$ cat config.mk
export PLATFORM = sky130hd
export DESIGN_NAME = memoria_dato_resp
export DESIGN_NICKNAME = d
export VERILOG_FILES = /design/src/rtl/memoria_dato_resp.sv
export SDC_FILE = /design/constraint.sdc
export NUM_CORES = 2
export LEC_CHECK = 0
export ABC_AREA = 1
export CAP_MARGIN = 20
export CORE_MARGIN = 1.5
export CORE_UTILIZATION = 30
export DETAILED_ROUTE_END_ITERATION = 6
export GPL_TIMING_DRIVEN = 0
export SLEW_MARGIN = 20
export SYNTH_ARGS = -nofsm -noshare
export SYNTH_HDL_FRONTEND = slang
export SYNTH_SLANG_ARGS = --single-unit
$ cat constraint.sdc
create_clock -name clk -period 3.1 [get_ports clk]
set_input_delay 0.62 -clock clk [delete_from_list [all_inputs] [get_ports clk]]
set_output_delay 0.62 -clock clk [all_outputs]
set_load 0.01 [all_outputs]
$ cat src/rtl/memoria_dato_resp.sv
// Multi-cycle data memory for the MIPS memory stage: answers each read or
// write after WAIT_CYCLES wait states with a one-cycle Ready strobe.
module memoria_dato_resp #(
  parameter int DEPTH_WORDS = 64,
  parameter int WAIT_CYCLES = 2
) (
  input  logic        clk,
  input  logic        rst_n,
  input  logic        MemRead,
  input  logic        MemWrite,
  input  logic [31:0] Address,
  input  logic [31:0] WriteData,
  output logic [31:0] MemRes,
  output logic        Ready,
  output logic        Busy,
  output logic        AddrErr
);

  localparam int AW = (DEPTH_WORDS > 1) ? $clog2(DEPTH_WORDS) : 1;
  localparam logic [3:0] WAIT_LOAD = (WAIT_CYCLES > 0) ? 4'(WAIT_CYCLES - 1) : 4'd0;

  typedef enum logic [1:0] {
    IDLE = 2'd0,
    WAIT = 2'd1,
    RESP = 2'd2
  } state_t;

  state_t      state_q, state_d;
  logic [3:0]  cnt_q, cnt_d;
  logic [31:0] addr_q;
  logic [31:0] wdata_q;
  logic        write_q;
  logic [31:0] memRes_q;
  logic        ready_q;
  logic        addrErr_q;
  logic [31:0] mem_q [DEPTH_WORDS];

  logic          request;
  logic          enterResp;
  logic [31:0]   accAddr;
  logic [31:0]   accData;
  logic          accWrite;
  logic          accIllegal;
  logic [AW-1:0] accIdx;

  assign request = MemRead | MemWrite;

  always_comb begin
    state_d = state_q;
    cnt_d   = cnt_q;
    case (state_q)
      IDLE: begin
        if (request) begin
          state_d = (WAIT_CYCLES > 0) ? WAIT : RESP;
          cnt_d   = WAIT_LOAD;
        end
      end
      WAIT: begin
        if (cnt_q == 4'd0) begin
          state_d = RESP;
        end else begin
          cnt_d = cnt_q - 4'd1;
        end
      end
      RESP:    state_d = IDLE;
      default: state_d = IDLE;
    endcase
  end

  // With zero wait states the array is accessed on the capture edge itself,
  // so the access must see the live inputs rather than the captured copy.
  always_comb begin
    accAddr  = addr_q;
    accData  = wdata_q;
    accWrite = write_q;
    if (state_q == IDLE) begin
      accAddr  = Address;
      accData  = WriteData;
      accWrite = MemWrite;
    end
    accIllegal = (accAddr[1:0] != 2'b00) ||
                 ({2'b00, accAddr[31:2]} >= 32'(DEPTH_WORDS));
    accIdx     = accAddr[AW+1:2];
    enterResp  = (state_d == RESP) && (state_q != RESP);
  end

  always_ff @(posedge clk or negedge rst_n) begin
    if (!rst_n) begin
      state_q   <= IDLE;
      cnt_q     <= 4'd0;
      addr_q    <= '0;
      wdata_q   <= '0;
      write_q   <= 1'b0;
      memRes_q  <= '0;
      ready_q   <= 1'b0;
      addrErr_q <= 1'b0;
      for (int i = 0; i < DEPTH_WORDS; i++) begin
        mem_q[i] <= '0;
      end
    end else begin
      state_q   <= state_d;
      cnt_q     <= cnt_d;
      ready_q   <= enterResp;
      addrErr_q <= enterResp && accIllegal;
      if (state_q == IDLE && request) begin
        addr_q  <= Address;
        wdata_q <= WriteData;
        write_q <= MemWrite;
      end
      if (enterResp) begin
        if (accIllegal) begin
          memRes_q <= '0;
        end else if (accWrite) begin
          mem_q[accIdx] <= accData;
        end else begin
          memRes_q <= mem_q[accIdx];
        end
      end
    end
  end

  assign MemRes  = memRes_q;
  assign Ready   = ready_q;
  assign AddrErr = addrErr_q;
  assign Busy    = (state_q != IDLE);

endmodule
### Metal 4

Drawn at 1 px/um.
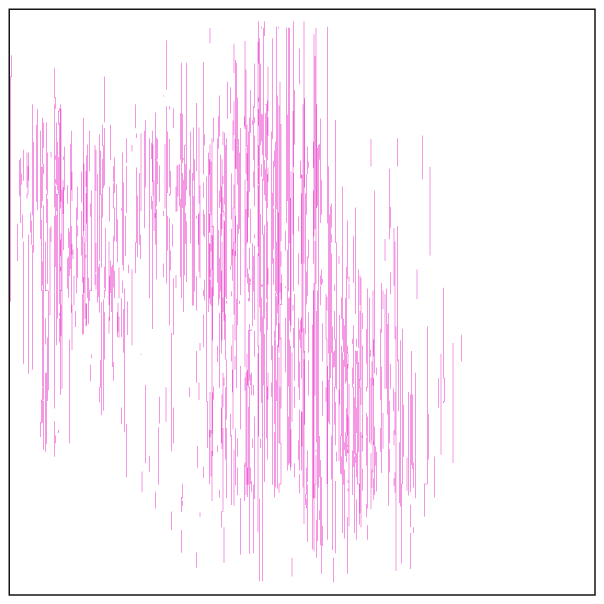
main direction	vertical
wire length on this layer	46.6 mm
nets with wire on the layer	499
share of all routed wire	8.8%

### Pin placement

Drawn at 0.5 px/um. Pins as bars across the die edge, other pins in gray.
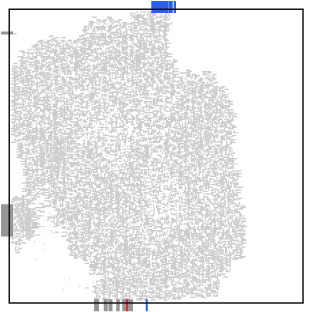
port	color	pins	direction	edge
`AddrErr`	red	1	output	bottom
`MemRes`	blue	32	output	31 top, 1 bottom

==> run_results.csv <==
group,metric,value,unit
status,status,"complete, but fails checks",
status,violations,"design-rule violations, negative setup slack",
final_layout,most-common-layout-cells,"5982 x nand2_1, 2152 x dfrtp_1, 2104 x o21ai_0",
timing,slew_headroom,35.1,%
final_layout,fillCellCount,35400,
place,dp.cells,18300,
yosys,yosys_warnings,0,
yosys,mux_share,0.00987,%
flow_run,warning_count,89,
floorplan,dieArea,341000,um^2
yosys,ys_seq_share,53.1,%
power_and_ir_drop,vdd_drop_max,860,uV
timing,post-route-min-period,3.26,ns
yosys,syn_avg_cell_area,7.45,um^2
yosys,synth_nets,13700,
setup_path,critical_path_required,3.98,ns
setup_path,r2r_start,"state_q[0]",
yosys,ys.flops,2153,
final_layout,fin_area,124000,um^2
timing,slew_viol_final,0,
clock_network,clkTransAtPathRegs,0.07,ns
yosys,syn_inst,13600,
setup_path,cp.arrival,4.14,ns
clock_network,cts-htree-levels,4,
grt,grt_pass1_vias,91100,
routing,detail-route-antenna-nets,0,
setup_path,cp-start-kind,"register",
place,gp_congestion,1.09,
timing,fmax,0.307,GHz
routing,viasPerCell,5.36,
yosys,synth_stat.cells,13600,
floorplan,rows,213,
final_layout,fin_nets,14200,
setup_path,crit_path_end_kind,"register",
setup_path,cp_max_fo,10,
setup_path,path_cells,"nor2_4 > buf_12 > buf_12 > buf_4 > o21ai_4 > inv_1 > nand3_2 > inv_1 > clkbuf_2 > nand2_2 > nand2_1 > nor2_1 > nand3_4 > nand2_1",
yosys,ys_sh_adder,0.0247,%
grt,grt_max_degree,144,
timing,fin_ws,-0.161,ns
timing,finalSetupViolCount,87,
setup_path,cpPeakStageDelay,0.51,ns
flow_run,max_cap_viol_count,0,
setup_path,crit_start,"state_q[0]",
power_and_ir_drop,power.density,1190,nW/um^2
routing,drc,2,
yosys,synth-compound-area-share,11.4,%
yosys,syn-cell-area,101000,um^2
### Clock nets

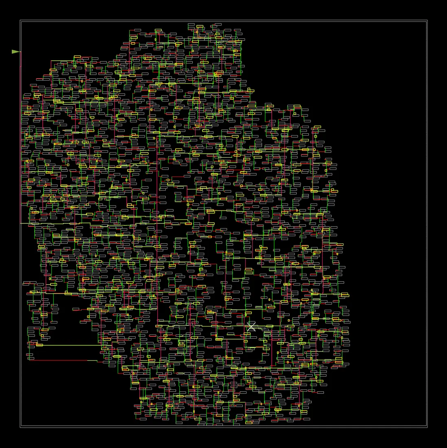
clkbuf count: 328
CTS buffer count: 233
clk sink count: 2153
skew final: 0.0837 ns
clk latency late pin: 0.98 ns

## tightest hold or removal path, stage by stage
cell and delay [ns]:
dlymetal6s4s_1 0.24, buf_16 0.18, buf_16 0.35
## worst paths after layout
check,end,depth (start not counted)
worst min-delay path,mem_q[15],3
worst max register to register,MemRes[3],14
worst max-delay path,MemRes[3],14
min in group clk,wdata_q[28],3
worst min register to register,cnt_q[0],1
max in group asynchronous,mem_q[779],6
## metrics by stage
step | hold slack (ns) | utilization, % | setup TNS [ns] | total power, uW
2_1_floorplan | 0.324 | - | 0 | 58700
3_3_place_gp | 0.452 | 32.1 | - | 100000
3_5_place_dp | 0.457 | 32.7 | -3211.99 | 103000
4_1_cts | 0.236 | 36.1 | -77.94 | 138000
5_1_grt | 0.0803 | 36.8 | -14.04 | 149000
6_report | 0.00802 | 36.8 | -3.63 | 148000
## flip-flops by register name (all words and copies together) (netlist names)
| name | cells |
|---|---|
| state_q | 2 |
| Ready | 1 |
| MemRes | 32 |
| addr_q | 32 |
| mem_q | 2048 |
| cnt_q | 4 |
| wdata_q | 32 |
| AddrErr | 1 |
| write_q | 1 |
## cell families after synthesis
logic type,after synthesis
DFF,2153
buffers and inverters,2022
AOI/OAI and AO/OA,2309
muxes,1
and+or+nand+nor,7116
adders and majority gates,2
xor gates and xnor gates,1
## cell usage after synthesis (all sizes together)
cell type / number / area share, %
ha: 2 / 0.025
nor3: 6 / 0.039
nand2: 6179 / 23
a21oi: 60 / 0.30
xor2: 1 / 0.0086
nand3b: 80 / 0.59
dfrtp: 2153 / 53
o22ai: 1 / 0.0062
clkbuf: 843 / 3.1
nand3: 683 / 3.4
nand4: 31 / 0.19
o21ai: 2248 / 11
nor2: 137 / 0.60
inv: 1006 / 3.7
buf: 173 / 0.77
mux2i: 1 / 0.0099
## routing by layer
| metal | track usage (%) | part of all wire (%) | vias to the layer above |
|---|---|---|---|
| met5 | 0.0981 | 0.031 | - |
| met4 | 22.8 | 8.8 | 20 |
| met3 | 9.52 | 13 | 1620 |
| met2 | 42.1 | 40 | 6655 |
| met1 | 38.5 | 38 | 49200 |
| li1 | - | - | 43500 |
## where the power goes
part	internal, uW	total (uW)	switching (uW)
registers	28600	28900	368
logic	19900	88900	69000
clock network	17300	30200	12900
total	65800	148000	82200
## cell type report
cell class / count / area (um^2) / area share [%]
Multi-Input combinational cell: 9431 / 42200 / 34.1
Clock buffer: 328 / 6730 / 5.43
Sequential cell: 2153 / 53900 / 43.5
Timing Repair Buffer: 252 / 3840 / 3.10
Buffer: 1014 / 6520 / 5.26
Clock inverter: 96 / 1260 / 1.01
Inverter: 1006 / 3780 / 3.05
Antenna cell: 30 / 75.1 / 0.0606
Tap cell: 4515 / 5650 / 4.56
## timing repair
item                       4_1_cts  5_1_grt
hold buffers                     2        0
setup endpoints to repair     2147     2256
gates resized                 1074     1196
cloned                           2       11
buffers inserted                19       53
pin swaps                       37       62
hold endpoints to repair        80        0
Power figures rest on the tool's default switching activity, not on a simulated workload.
